**src/rtl/lsu_ctrl.sv**
```systemverilog
// lsu_ctrl: load/store controller between the execute stage and the data RAM.
//
// Takes one memory instruction per req_valid/req_ready handshake and forms the
// effective address ea = base + offset (32-bit, wrapping). It then checks
// legality, alignment and range, pulses a single RAM strobe, and returns
// exactly one response. That response is load data, a store completion, or an
// exception record.
//
// Ports
//   clk, rst          clock; synchronous active-high reset
//   req_*             request from execute (valid/ready handshake, IDLE only)
//   ram_load/store    one-cycle RAM strobes, only ever in ISSUE
//   ram_access/addr/wdata  driven from the latched request in every state
//   ram_rdata         extended read data, valid one cycle after ram_load
//   resp_*            one-cycle response pulse (no backpressure)
//
// Parameters
//   MEM_BYTES         RAM size in bytes; addresses >= MEM_BYTES fault
module lsu_ctrl #(
  parameter int MEM_BYTES = 4096
) (
  input  logic        clk,
  input  logic        rst,
  input  logic        req_valid,
  output logic        req_ready,
  input  logic        req_load,
  input  logic        req_store,
  input  logic [2:0]  req_funct3,
  input  logic [31:0] req_base,
  input  logic [31:0] req_offset,
  input  logic [31:0] req_wdata,
  input  logic [4:0]  req_rd,
  output logic        ram_load,
  output logic        ram_store,
  output logic [2:0]  ram_access,
  output logic [31:0] ram_addr,
  output logic [31:0] ram_wdata,
  input  logic [31:0] ram_rdata,
  output logic        resp_valid,
  output logic [4:0]  resp_rd,
  output logic [31:0] resp_data,
  output logic        resp_exc,
  output logic [3:0]  resp_cause
);

  typedef enum logic [1:0] {IDLE, ISSUE, WAIT, RESP} state_t;

  // Range limit widened by one bit so the comparison stays unsigned and exact.
  localparam logic [32:0] MEM_LIMIT = 33'(MEM_BYTES);

  localparam logic [3:0] CAUSE_ILLEGAL     = 4'd2;
  localparam logic [3:0] CAUSE_LD_MISALIGN = 4'd4;
  localparam logic [3:0] CAUSE_LD_ACCESS   = 4'd5;
  localparam logic [3:0] CAUSE_ST_MISALIGN = 4'd6;
  localparam logic [3:0] CAUSE_ST_ACCESS   = 4'd7;

  state_t      state;
  logic        lat_load;
  logic        lat_store;
  logic [2:0]  lat_funct3;
  logic [31:0] lat_base;
  logic [31:0] lat_offset;
  logic [31:0] lat_wdata;
  logic [4:0]  lat_rd;

  logic [31:0] ea;
  logic        illegal;
  logic        misaligned;
  logic        out_of_range;
  logic        fault;
  logic [3:0]  fault_cause;

  // Exactly one of load/store must be set, and funct3 must name an access
  // width/extension that the operation supports.
  function automatic logic is_illegal(input logic ld, input logic st,
                                      input logic [2:0] f3);
    logic bad;
    if (ld == st)
      bad = 1'b1;
    else if (ld)
      bad = (f3 == 3'b011) || (f3 == 3'b110) || (f3 == 3'b111);
    else
      bad = f3[2] || (f3[1:0] == 2'b11);
    return bad;
  endfunction

  // Halfword needs ea[0]=0; word needs ea[1:0]=0. Byte accesses always align.
  function automatic logic is_misaligned(input logic [2:0] f3,
                                         input logic [1:0] lsb);
    logic mis;
    case (f3[1:0])
      2'b01:   mis = lsb[0];
      2'b10:   mis = (lsb != 2'b00);
      default: mis = 1'b0;
    endcase
    return mis;
  endfunction

  assign ea           = lat_base + lat_offset;
  assign illegal      = is_illegal(lat_load, lat_store, lat_funct3);
  assign misaligned   = is_misaligned(lat_funct3, ea[1:0]);
  assign out_of_range = ({1'b0, ea} >= MEM_LIMIT);
  assign fault        = illegal || misaligned || out_of_range;

  // Priority: illegal, then misaligned, then access fault.
  always_comb begin
    fault_cause = 4'd0;
    if (illegal)
      fault_cause = CAUSE_ILLEGAL;
    else if (misaligned)
      fault_cause = lat_load ? CAUSE_LD_MISALIGN : CAUSE_ST_MISALIGN;
    else if (out_of_range)
      fault_cause = lat_load ? CAUSE_LD_ACCESS : CAUSE_ST_ACCESS;
  end

  assign ram_addr   = ea;
  assign ram_access = lat_funct3;
  assign ram_wdata  = lat_wdata;

  // Strobes are decoded from state so they cover exactly the ISSUE cycle.
  // Gating with rst keeps a reset in that cycle from touching the RAM. A
  // legal request has exactly one of load/store set, so the two never overlap.
  assign ram_load  = (state == ISSUE) && !rst && !fault && lat_load;
  assign ram_store = (state == ISSUE) && !rst && !fault && lat_store;

  always_ff @(posedge clk) begin
    if (rst) begin
      state      <= IDLE;
      req_ready  <= 1'b1;
      resp_valid <= 1'b0;
      resp_exc   <= 1'b0;
      resp_cause <= 4'd0;
      resp_rd    <= 5'd0;
      resp_data  <= 32'd0;
      lat_load   <= 1'b0;
      lat_store  <= 1'b0;
      lat_funct3 <= 3'd0;
      lat_base   <= 32'd0;
      lat_offset <= 32'd0;
      lat_wdata  <= 32'd0;
      lat_rd     <= 5'd0;
    end else begin
      resp_valid <= 1'b0;
      case (state)
        // IDLE: accept and latch the request.
        IDLE: begin
          if (req_valid) begin
            lat_load   <= req_load;
            lat_store  <= req_store;
            lat_funct3 <= req_funct3;
            lat_base   <= req_base;
            lat_offset <= req_offset;
            lat_wdata  <= req_wdata;
            lat_rd     <= req_rd;
            req_ready  <= 1'b0;
            state      <= ISSUE;
          end
        end
        // ISSUE: strobe fires combinationally; prepare the response fields.
        ISSUE: begin
          resp_exc   <= 1'b0;
          resp_cause <= 4'd0;
          resp_rd    <= 5'd0;
          resp_data  <= 32'd0;
          if (fault) begin
            resp_exc   <= 1'b1;
            resp_cause <= fault_cause;
            resp_data  <= ea;
            resp_valid <= 1'b1;
            state      <= RESP;
          end else if (lat_store) begin
            resp_valid <= 1'b1;
            state      <= RESP;
          end else begin
            state <= WAIT;
          end
        end
        // WAIT: RAM read data is valid this cycle.
        WAIT: begin
          resp_data  <= ram_rdata;
          resp_rd    <= lat_rd;
          resp_valid <= 1'b1;
          state      <= RESP;
        end
        // RESP: response is presented for this single cycle.
        RESP: begin
          req_ready <= 1'b1;
          state     <= IDLE;
        end
        default: begin
          req_ready <= 1'b1;
          state     <= IDLE;
        end
      endcase
    end
  end

endmodule

```
**config.mk**
```make
export PLATFORM = sky130hd
export DESIGN_NAME = lsu_ctrl
export DESIGN_NICKNAME = d
export VERILOG_FILES = /design/src/rtl/lsu_ctrl.sv
export SDC_FILE = /design/constraint.sdc
export NUM_CORES = 1
export LEC_CHECK = 0
export ABC_AREA = 1
export CORE_MARGIN = 2
export CORE_UTILIZATION = 35
export CTS_CLUSTER_DIAMETER = 120
export CTS_CLUSTER_SIZE = 20
export DETAILED_ROUTE_END_ITERATION = 8
export PLACE_DENSITY = 0.62
export SLEW_MARGIN = 20
export SYNTH_ARGS = -nofsm -noshare
export SYNTH_HDL_FRONTEND = slang
export SYNTH_SLANG_ARGS = --single-unit
```
**constraint.sdc**
```tcl
create_clock -name clk -period 4.8 [get_ports clk]
set_input_delay 1.44 -clock clk [delete_from_list [all_inputs] [get_ports clk]]
set_output_delay 1.44 -clock clk [all_outputs]
set_load 0.05 [all_outputs]
```
==> changes_impl.md, run 1 <==
## Flow update

- Outcome: finished, final reports clean
- Power per unit of standard cell area: 687 nW/um^2
- Total standard cell area after synthesis: 8220 um^2
- Period minus WS final: 4570 ps
- Final number of max-transition violations: 0
- Top FF cell, synth: dfxtp_1
- Clk Latency, worst-skew pair: 440 ps
- Cell type with the highest aggregate area in the netlist: dfxtp_1
- Static leakage: 0.00522 uW
- Leading cell type by number of instances after synthesis: nor2_1
- Total vias in the final route: 8515
- Number of sinks driven by the clock tree: 151
- Warnings from Yosys: 0
- Non-Filler Instances: 1804
- Setup violators final: 0
- IO Count: 254
- Max transition margin: 39.9%
- Largest incremental delay on the critical path: 830 ps
- 1st-iter DRT viols: 532
- Count of tool warnings: 33
- Global-route wire length before repair: 42.1 mm
- GRT overflow: 0
- Max-cap viol count: 0
- Count of state elements after synthesis: 151
- Area contributors post-synth: dfxtp_1, nor2_1, nand2_1
- Area of the synthesized netlist per yosys stat: 8220 um^2
- Overall die width: 157 um
- Routed via count divided by cell count: 4.72
- Net count of the mapped netlist: 1427
- Gate count of the mapped netlist: 1247
- Area share, top type: 36.8%
- Highest-delay cell along the critical path: clkdlybuf4s50_1
- Avg Synthesized Cell Area: 6.59 um^2
- Distinct lib cells: 36
- Number of cell instances after yosys synthesis: 1247
- Worst slack on hold paths: 466 ps
- Number of global-route vias before repair: 8057
- Overall fraction of global-route tracks in use: 21.7%
- Critical Path End Type: primary output
- Port buffer count: 252
- Crit path max-delay family: simple AND/OR/NAND/NOR gates
- Routed Antenna Nets: 0
- Synth top cells by count: nor2_1, nand2_1, dfxtp_1
- Critical path, cell by cell: ha_1 > nand2_1 > nor2_1 > nand2_1 > nand2_2 > nand2_1 > nand2_1 > nand3b_1 > nand3b_1 > nand2_1 > inv_1 > clkdlybuf4s50_1
- Arrival time at the worst endpoint: 3130 ps
- Detailed-routing iteration count for the pre-antenna-repair pass: 5
- EDFF count, synth: 0
- Slew at the pin closest to its max-slew limit: 901 ps
- Fraction of layout cells with a size suffix above 1: 7.61%
- Ant. Diodes: 0
- CTS clk-pin slew, worst paths: 70 ps
- Crit path max fanout: 5
- Number of cells in the design after placement: 1771
- Number of antenna violations at the first check in global routing: 1
- Required time at the endpoint of the critical path: 3360 ps
- Largest clock skew in the final design: 10.4 ps
- Max Clock Freq: 219 MHz
- Final estimated routing congestion in global placement: 0.932
- Worst path buffer plus inverter count: 2
- Number of buffers inserted during clock tree synthesis: 17
- DRC viols: 0
- Final Net Count: 1652
- Core footprint: 23300 um^2
- DR WL/cell: 15.1 um
- Area delta synth->final: 41.4%
- Post-detailed-routing wire length: 27.2 mm
- Initial core utilization: 35.3%
- Rows: 56
- Critical path startpoint category: flip-flop
- Worst supply voltage drop on vdd: 403 uV
- Largest buffer count on any clock path: 2
- Final period util: 95.2%
- H-tree Lvls: 4
- Cell at the root of the clock tree: clkbuf_16
- Post-synthesis async set-or-reset flop share: 0%
- Pin count of the biggest net entering global routing: 149
- CP dominant cell by count: nand2_1
- Path class of the lowest-slack min-delay path: flip-flop to flip-flop
- Vertical die dimension: 157 um
- CTS tree: done
- Detailed Place HPWL: 20.6 mm
- Total die area: 24700 um^2
- Worst setup path category: flip-flop to primary output
- Sequential area share after synthesis: 36.8%
- Final hold violation count: 0
[run 1: area by class of cell]
cell class	count	area, um^2
Clock buffer	17	425
Clock inverter	15	169
Fill cell	2394	11600
Inverter	129	487
Multi-Input combinational cell	912	4520
Sequential cell	151	3020
Tap cell	319	399
Timing Repair Buffer	261	2610
[run 1: logic make-up after synthesis]
group                      Yosys count  share of synthesized area (%)
xor gates and xnor gates            11                           1.17
other                                1                         0.0456
buffers and inverters              184                           8.57
DFF                                151                           36.8
AOI/OAI and AO/OA                  246                           15.8
adders and majority gates           39                           6.03
and+or+nand+nor                    615                           31.6
[run 1: power by group]
group | internal (uW) | switching (uW) | total, uW
Sequential | 1630 | 201 | 1830
Combinational | 1500 | 3290 | 4790
Clock | 705 | 659 | 1360
[run 1: stage by stage]
stage	util [%]	TNS [ps]	worst slack, ps	cell area (um^2)	total power (uW)
floorplan	-	0	282	8230	5090
global placement	47.3	0	603	11000	6620
detailed placement	47.3	0	569	11000	6650
CTS	49.9	0	92.5	11600	8040
global route	50.0	-7.50	-7.50	11600	8530
finish	50.0	0	230	11600	7980
[run 1: layer usage]
metal / up-vias / GRT usage (%) / routed length (um)
met1: 3852 / 27.7 / 12200
met5: - / 0 / 16
li1: 4418 / - / -
met4: 2 / 7.45 / 698
met2: 202 / 35.6 / 12600
met3: 41 / 5.51 / 1620
[run 1: worst paths after layout]
kind / startpoint / end / slack [ps] / cells after the start
max: lat_offset[3] / ram_addr[27] / 230 / 12
min: resp_exc / resp_exc / 470 / 2
max reg2reg: lat_base[20] / state[0] / 1900 / 17
min reg2reg: resp_exc / resp_exc / 470 / 2
[run 1: placed cells by master (no fill, tap or decap), types with 13 or more instances in the layout]
| master | n |
|---|---|
| o21ai_0 | 146 |
| nand2_2 | 24 |
| ha_1 | 35 |
| clkdlybuf4s50_1 | 250 |
| inv_1 | 125 |
| nand3_1 | 43 |
| a21oi_1 | 81 |
| nor2_1 | 257 |
| nand3_2 | 13 |
| dfxtp_1 | 151 |
| clkbuf_16 | 17 |
| nand2_1 | 248 |
[run 1: sequential cells by signal, summed over array words and instances (netlist names), 2 cells and up]
name and count:
resp_data 32, lat_offset 32, ram_wdata 32, lat_rd 5, lat_base 32, state 2
ram_access 3, resp_rd 5, resp_cause 3
[run 1: tightest hold or removal path, stage by stage (launching register included)]
cell and delay [ps]:
dfxtp_1 310, nand2_1 60, a21oi_1 60
[run 1: timing repair]
item | 4_1_cts | 5_1_grt
setup buffers | 0 | 1
endpoints found under the setup margin | 0 | 3
hold buffers | 0 | 0
resized | 0 | 5
Run 1, gate-type map:
The bar under the picture is 50 um long.
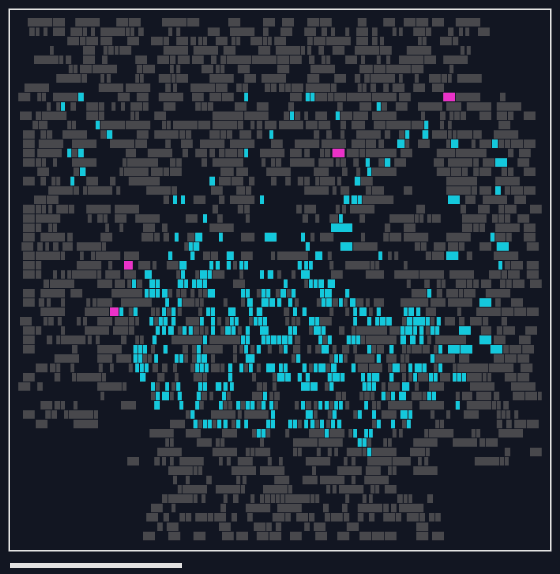
Cyan stands for nand cells, cells 339. Magenta stands for non-inverting ao/oa cells, cells 4.

Run 1, metal 3:
The bar under the picture is 50 um long.
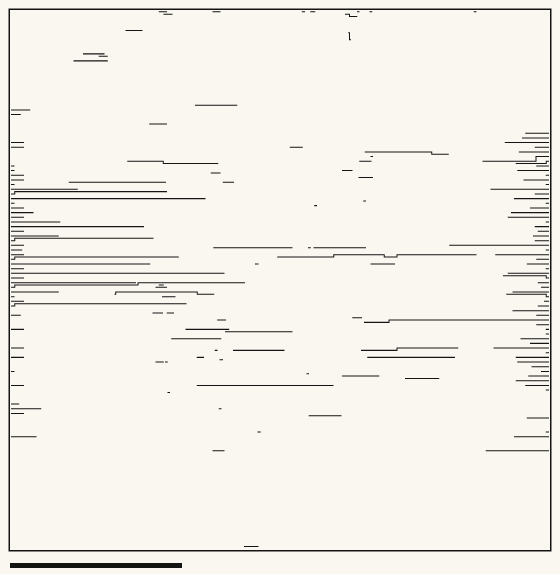
143 nets have wire on it. The layer holds 6.0% of the routed length. The longest straight run is 61.9 um. The layer carries 1620 um of wire.

Run 1, port wiring:
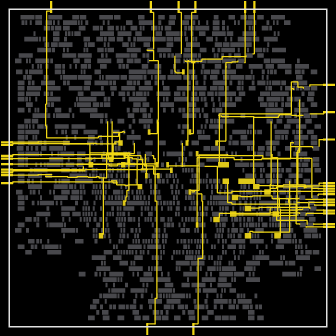
Yellow stands for ram_addr, bits 32, direction output, edge 15 right, 9 left, 6 top, 2 bottom, end cells 32, buffers 32, wire 2570 um.

--- run 2 (diff from run 1) ---
Settings changed: HOLD_SLACK_MARGIN set to 0.03.
==> run 2 against run 1 <==
Net effect: clock-buffer cell count stayed put; sequential share of layout area stayed put; core utilization stayed put; maximum frequency unchanged; final cell count unchanged; design area is the same; via count did not move; critical path depth unchanged; synthesized cell count did not move.
==> changes_impl.md, run 2 <==
## Flow update

- Outcome: finished, final reports clean
- Net count of the mapped netlist: 1427 (unchanged)
- Net switching share of the total power: 52.0% (unchanged)
- Number of cells in the design after placement: 1771 (unchanged)
- Required time at the endpoint of the critical path: 3360 ps (about the same)
- Count of tool warnings: 33 (unchanged)
- Area contributors post-synth: dfxtp_1, nor2_1, nand2_1
- Area share, top type: 36.8% (unchanged)
- Final Net Count: 1652 (unchanged)
- Detailed-routing iteration count for the pre-antenna-repair pass: 5 (unchanged)
- Area of the synthesized netlist per yosys stat: 8220 um^2 (unchanged)
- Overall die width: 157 um (unchanged)
- Switching Power: 4150 uW (unchanged)
- Path class of the lowest-slack min-delay path: flip-flop to flip-flop
- Worst setup path category: flip-flop to primary output
- Final estimated routing congestion in global placement: 0.932 (unchanged)
- Register share of total power: 22.9% (about the same)
- Routed via count divided by cell count: 4.72 (unchanged)
- Number of buffers inserted during clock tree synthesis: 17 (unchanged)
- Top FF cell, synth: dfxtp_1
- Warnings from Yosys: 0 (unchanged)
- Worst supply voltage drop on vdd: 403 uV (unchanged)
- Worst slack on hold paths: 466 ps (unchanged)
- Non-Filler Cell Area, Final: 11600 um^2 (unchanged)
- Initial core utilization: 35.3% (unchanged)
- EDFF count, synth: 0 (unchanged)
- Leading cell type by number of instances after synthesis: nor2_1
- Synth top cells by count: nor2_1, nand2_1, dfxtp_1
- Final period util: 95.2% (unchanged)
- Cell type with the highest aggregate area in the netlist: dfxtp_1
- Routed Antenna Nets: 0 (unchanged)
- Max transition margin: 39.9% (unchanged)
- H-tree Lvls: 4 (unchanged)
- Ant. Diodes: 0 (unchanged)
- Crit path max fanout: 5 (unchanged)
- Total die area: 24700 um^2 (unchanged)
- Core footprint: 23300 um^2 (unchanged)
- Period minus WS final: 4570 ps (unchanged)
- Overall fraction of global-route tracks in use: 21.7% (unchanged)
- Placed standard-cell area: 11000 um^2 (unchanged)
- Critical Path End Type: primary output
- Clock group share of total power: 17.1% (about the same)
- Internal power of the cells: 3830 uW (unchanged)
- Total standard cell area after synthesis: 8220 um^2 (unchanged)
- GRT overflow: 0 (unchanged)
- Max-cap viol count: 0 (unchanged)
- Top cell excl fill/tap: nor2_1
- Total Negative Setup Slacks: 0 ps (unchanged)
- Static leakage: 0.00522 uW (unchanged)
- Number of sinks driven by the clock tree: 151 (unchanged)
- Gate count of the mapped netlist: 1247 (unchanged)
- Detailed Place HPWL: 20.6 mm (unchanged)
- CTS tree: done
- Total of hold buffers inserted after clock tree synthesis: 0 (unchanged)
- Post-detailed-routing wire length: 27.2 mm (unchanged)
- Avg Synthesized Cell Area: 6.59 um^2 (unchanged)
- Largest clock skew in the final design: 10.4 ps (unchanged)
- 1st-iter DRT viols: 532 (unchanged)
- Rows: 56 (unchanged)
- Final hold violation count: 0 (unchanged)
- Max Clock Freq: 219 MHz (unchanged)
- DR WL/cell: 15.1 um (unchanged)
- Global-route wire length before repair: 42.1 mm (unchanged)
- Proportion of power drawn by combinational gates: 60.0% (about the same)
- Post-synthesis async set-or-reset flop share: 0% (unchanged)
- Final number of max-transition violations: 0 (unchanged)
- CTS clk-pin slew, worst paths: 70 ps (about the same)
- Area delta synth->final: 41.4% (unchanged)
- Cell at the root of the clock tree: clkbuf_16
- Number of global-route vias before repair: 8057 (unchanged)
- Distinct lib cells: 36 (unchanged)
- Fraction of layout cells with a size suffix above 1: 7.61% (unchanged)
- Clk Latency, worst-skew pair: 440 ps (about the same)
- Pin count of the biggest net entering global routing: 149 (unchanged)
- Setup violators final: 0 (unchanged)
- Slew at the pin closest to its max-slew limit: 901 ps (unchanged)
- Total vias in the final route: 8515 (unchanged)
- Largest buffer count on any clock path: 2 (unchanged)
- DRC viols: 0 (unchanged)
- Number of cell instances after yosys synthesis: 1247 (unchanged)
- Arrival time at the worst endpoint: 3130 ps (about the same)
- Critical path startpoint category: flip-flop
- Sequential area share after synthesis: 36.8% (unchanged)
- Commonest non-fill, non-tap cells in the layout: nor2_1, clkdlybuf4s50_1, nand2_1
- Vertical die dimension: 157 um (unchanged)
- IO Count: 254 (unchanged)
- Number of antenna violations at the first check in global routing: 1 (unchanged)
- Count of state elements after synthesis: 151 (unchanged)
- Power per unit of standard cell area: 687 nW/um^2 (unchanged)
- Port buffer count: 252 (unchanged)
[run 2: power by group through the flow]
stage	Combinational, uW	Sequential [uW]	Clock, uW
3_3_place_gp	4770	1850	0
6_report	4790	1830	1360
3_5_place_dp	4790	1860	0
2_1_floorplan	2620	2470	0
5_1_grt	5210	1880	1440
4_1_cts	4810	1830	1400
[run 2: path summary, 6_finish.rpt]
kind | startpoint | endpoint | slack, ps | cells after the start
worst min-delay path | resp_exc | resp_exc | 470 | 2
worst max-delay path | lat_offset[3] | ram_addr[27] | 230 | 12
worst min register to register | resp_exc | resp_exc | 470 | 2
worst max register to register | lat_base[20] | state[0] | 1900 | 17
[run 2: cell families after synthesis]
family / Yosys count / synth area share [%]
adder cells (fa/ha/maj): 39 / 6.03
AND-OR/OR-AND: 246 / 15.8
buffers and inverters: 184 / 8.57
flip-flops: 151 / 36.8
XOR/XNOR: 11 / 1.17
other: 1 / 0.0456
AND/OR/NAND/NOR: 615 / 31.6
[run 2: layout make-up]
class / count / area (um^2)
tap: 319 / 399
multi-input combinational: 912 / 4520
inverter: 129 / 487
clock buffer: 17 / 425
fill: 2394 / 11600
timing repair buffer: 261 / 2610
clock inverter: 15 / 169
sequential: 151 / 3020
[run 2: stage by stage]
stage	utilization, %	setup WS [ps]	total power [uW]
after floorplan	-	282	5090
final	50.0	230	7980
after detailed placement	47.3	569	6650
after global routing	50.0	-7.50	8530
after CTS	49.9	92.5	8040
after global placement	47.3	603	6620
[run 2: what timing repair did]
| action | in CTS | in global routing |
|---|---|---|
| hold endpoints to repair | 0 | 0 |
| buffers inserted | 0 | 1 |
| gates resized | 0 | 5 |
| endpoints found under the setup margin | 0 | 3 |
[run 2: critical path: stages, from the launching register on]
cell	delay [ps]
dfxtp_1	330
ha_1	390
nand2_1	140
nor2_1	180
nand2_1	90
nand2_2	90
nand2_1	50
nand2_1	120
nand3b_1	120
nand3b_1	110
nand2_1	120
inv_1	130
clkdlybuf4s50_1	830
[run 2: routing by layer]
layer | GRT usage [%] | wire (um) | up-vias | part of all wire (%)
met5 | 0 | 16 | - | 0.059
met4 | 7.45 | 698 | 2 | 2.6
met3 | 5.51 | 1620 | 41 | 6.0
met2 | 35.6 | 12600 | 202 | 47
met1 | 27.7 | 12200 | 3852 | 45
li1 | - | - | 4418 | -
Run 2, cell outlines without signal wires:
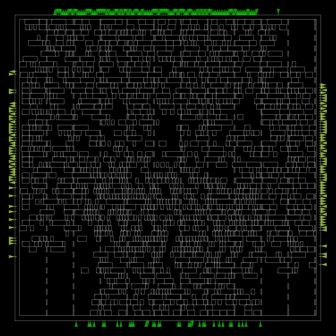
post-layout utilization of the core: 50.0%
Non-Filler Instances: 1804
final-layout fill cell count: 2394

--- run 3 (diff from run 2) ---
Settings changed: CAP_MARGIN set to 20, GPL_TIMING_DRIVEN set to 0.
==> run 3 against run 2 <==
Net effect: final cell count grew 2.7%; setup slack lost 91 ps; sequential power is essentially flat; critical path type is now input port to primary output; via count grew 2.5%; hold slack gained 3.8 ps; wire length grew 6.2%.
==> changes_impl.md, run 3 <==
## Flow update

- Outcome: finished, final reports clean
- Final number of max-transition violations: 0 (unchanged)
- Final estimated routing congestion in global placement: 0.887 (-4.9%)
- Power per unit of standard cell area: 684 nW/um^2 (-0.32%)
- Reg-to-reg startpoint: lat_base[0]
- Port buffer count: 252 (unchanged)
- Final hold violation count: 0 (unchanged)
- Overall fraction of global-route tracks in use: 23.2% (+1.5 points)
- Area share, top type: 36.8% (unchanged)
- DR WL/cell: 15.6 um (+3.4%)
- Final critical-path setup slack: 140 ps (-90.6 ps)
- Path class of the lowest-slack min-delay path: flip-flop to flip-flop
- Overall die width: 157 um (unchanged)
- Count of tool warnings: 31 (-6.1%)
- CTS clk-pin slew, worst paths: 70 ps (about the same)
- Ant. Diodes: 0 (unchanged)
- Static leakage: 0.00526 uW (+0.79%)
- Post-layout utilization of the core: 50.7% (+0.74 points)
- Number of antenna violations at the first check in global routing: 0 (-1)
- Total Negative Setup Slacks: 0 ps (unchanged)
- Routed Antenna Nets: 0 (unchanged)
- Max-cap viol count: 0 (unchanged)
- Rows: 56 (unchanged)
- Worst setup path category: input port to primary output
- Period minus WS final: 4660 ps (+90.6 ps)
- Largest buffer count on any clock path: 2 (unchanged)
- EDFF count, synth: 0 (unchanged)
- Post-detailed-routing wire length: 28.8 mm (+6.2%)
- Worst supply voltage drop on vdd: 339 uV (-16%)
- Distinct lib cells: 36 (unchanged)
- Clk Latency, worst-skew pair: 440 ps (about the same)
- Critical Path End Type: primary output
- Leading cell type by number of instances after synthesis: nor2_1
- IO Count: 254 (unchanged)
- Routed via count divided by cell count: 4.71 (-0.16%)
- Detailed-routing iteration count for the pre-antenna-repair pass: 5 (unchanged)
- CTS tree: done
- Arrival time at the worst endpoint: 3220 ps (+90 ps)
- Cell type with the highest aggregate area in the netlist: dfxtp_1
- Area of the synthesized netlist per yosys stat: 8220 um^2 (unchanged)
- Required time at the endpoint of the critical path: 3360 ps (about the same)
- Number of cell instances after yosys synthesis: 1247 (unchanged)
- Fraction of layout cells with a size suffix above 1: 7.44% (-0.17 points)
- Largest clock skew in the final design: 14.0 ps (+3.69 ps)
- 1st-iter DRT viols: 586 (+10%)
- Final Net Count: 1700 (+2.9%)
- GRT overflow: 0 (unchanged)
- Final-layout fill cell count: 2426 (+1.3%)
- Number of sinks driven by the clock tree: 151 (unchanged)
- Gate count of the mapped netlist: 1247 (unchanged)
- Number of buffers inserted during clock tree synthesis: 17 (unchanged)
- Global-route wire length before repair: 44.3 mm (+5.2%)
- Pin count of the biggest net entering global routing: 18 (-88%)
- Worst slack on hold paths: 470 ps (+3.83 ps)
- Avg Synthesized Cell Area: 6.59 um^2 (unchanged)
- Core footprint: 23300 um^2 (unchanged)
- Setup violators final: 0 (unchanged)
- Net count of the mapped netlist: 1427 (unchanged)
- Crit path max fanout: 10 (+5)
- Total vias in the final route: 8728 (+2.5%)
- DRC viols: 0 (unchanged)
- Area delta synth->final: 43.5%
- Detailed Place HPWL: 23.0 mm (+12%)
- Final period util: 97.1% (+1.9 points)
- Top cell excl fill/tap: nor2_1
- Cell at the root of the clock tree: clkbuf_16
- Slew at the pin closest to its max-slew limit: 943 ps (+41.7 ps)
- Commonest non-fill, non-tap cells in the layout: nor2_1, clkdlybuf4s50_1, nand2_1
- Max transition margin: 37.2% (-2.8 points)
- Total die area: 24700 um^2 (unchanged)
- Warnings from Yosys: 0 (unchanged)
- Capturing point of the worst reg2reg path: resp_data[4]
==> run 3: per-stage QoR <==
step | total power, uW | cell area (um^2) | cells
floorplan | 5090 | 8230 | 1247
global placement | 6680 | 11100 | 1818
detailed placement | 6710 | 11100 | 1818
CTS | 8090 | 11700 | 1850
global route | 8580 | 11800 | 1852
finish | 8070 | 11800 | 1852
==> run 3: metal layers <==
metal | wire, um | global-route usage, % | vias up
met5 | 0 | 0 | -
met4 | 538 | 6.32 | 0
met3 | 1680 | 4.98 | 27
met2 | 13300 | 38.4 | 232
met1 | 13300 | 30.4 | 3950
li1 | - | - | 4519
==> run 3: worst min path at each step <==
stage	from	to	slack, ps	cells after the start
after floorplan	lat_rd[4]	resp_rd[4]	440	2
after global placement	resp_rd[4]	resp_rd[4]	450	2
after detailed placement	resp_cause[0]	resp_cause[0]	460	2
after CTS	resp_cause[0]	resp_cause[0]	470	2
after global routing	lat_rd[3]	resp_rd[3]	500	2
final	lat_rd[1]	resp_rd[1]	470	2
==> run 3: report_power, final <==
part | internal [uW] | switching [uW] | total [uW] | leakage [uW]
clock network | 712 | 647 | 1360 | 0.000285
logic | 1520 | 3360 | 4880 | 0.00373
registers | 1630 | 210 | 1840 | 0.00125
==> run 3: critical path, cell delays in order <==
cell and delay (ps):
clkdlybuf4s50_1 610, inv_1 270, clkbuf_1 340, nand2_1 160, nor3_2 170, buf_4 220
==> run 3: kinds of logic after synthesis <==
group	share of synthesized area, %
other cells	0.0456
flops	36.8
simple gates	31.6
buf+inv	8.57
compound gates	15.8
xor+xnor	1.17
fa+ha+maj	6.03
==> run 3: area by class of cell <==
class                   count  area, um^2  area share (%)
repair buffers            254        2540            21.5
flip-flops and latches    151        3020            25.6
clock buffers              18         439            3.72
plain buffers              55         220            1.87
well taps                 319         399            3.38
multi-input cells         912        4550            38.5
clock inverters            14         150            1.27
inverters                 129         484            4.10
==> run 3: what timing repair did <==
item                                    in CTS  in global routing
pin swaps                                    0                  4
gates resized                               13                 13
setup buffers                                0                  2
endpoints found under the setup margin       2                  3
Run 3, metal 3:
The bar under the picture is 50 um long.
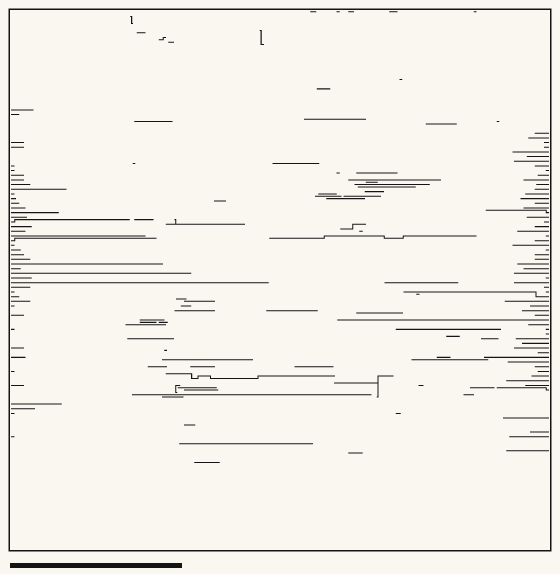
The longest straight run is 74.8 um. The layer carries 1680 um of wire. The layer holds 5.8% of the routed length. The wires run mostly horizontal.

Power and IR drop assume default switching activity.
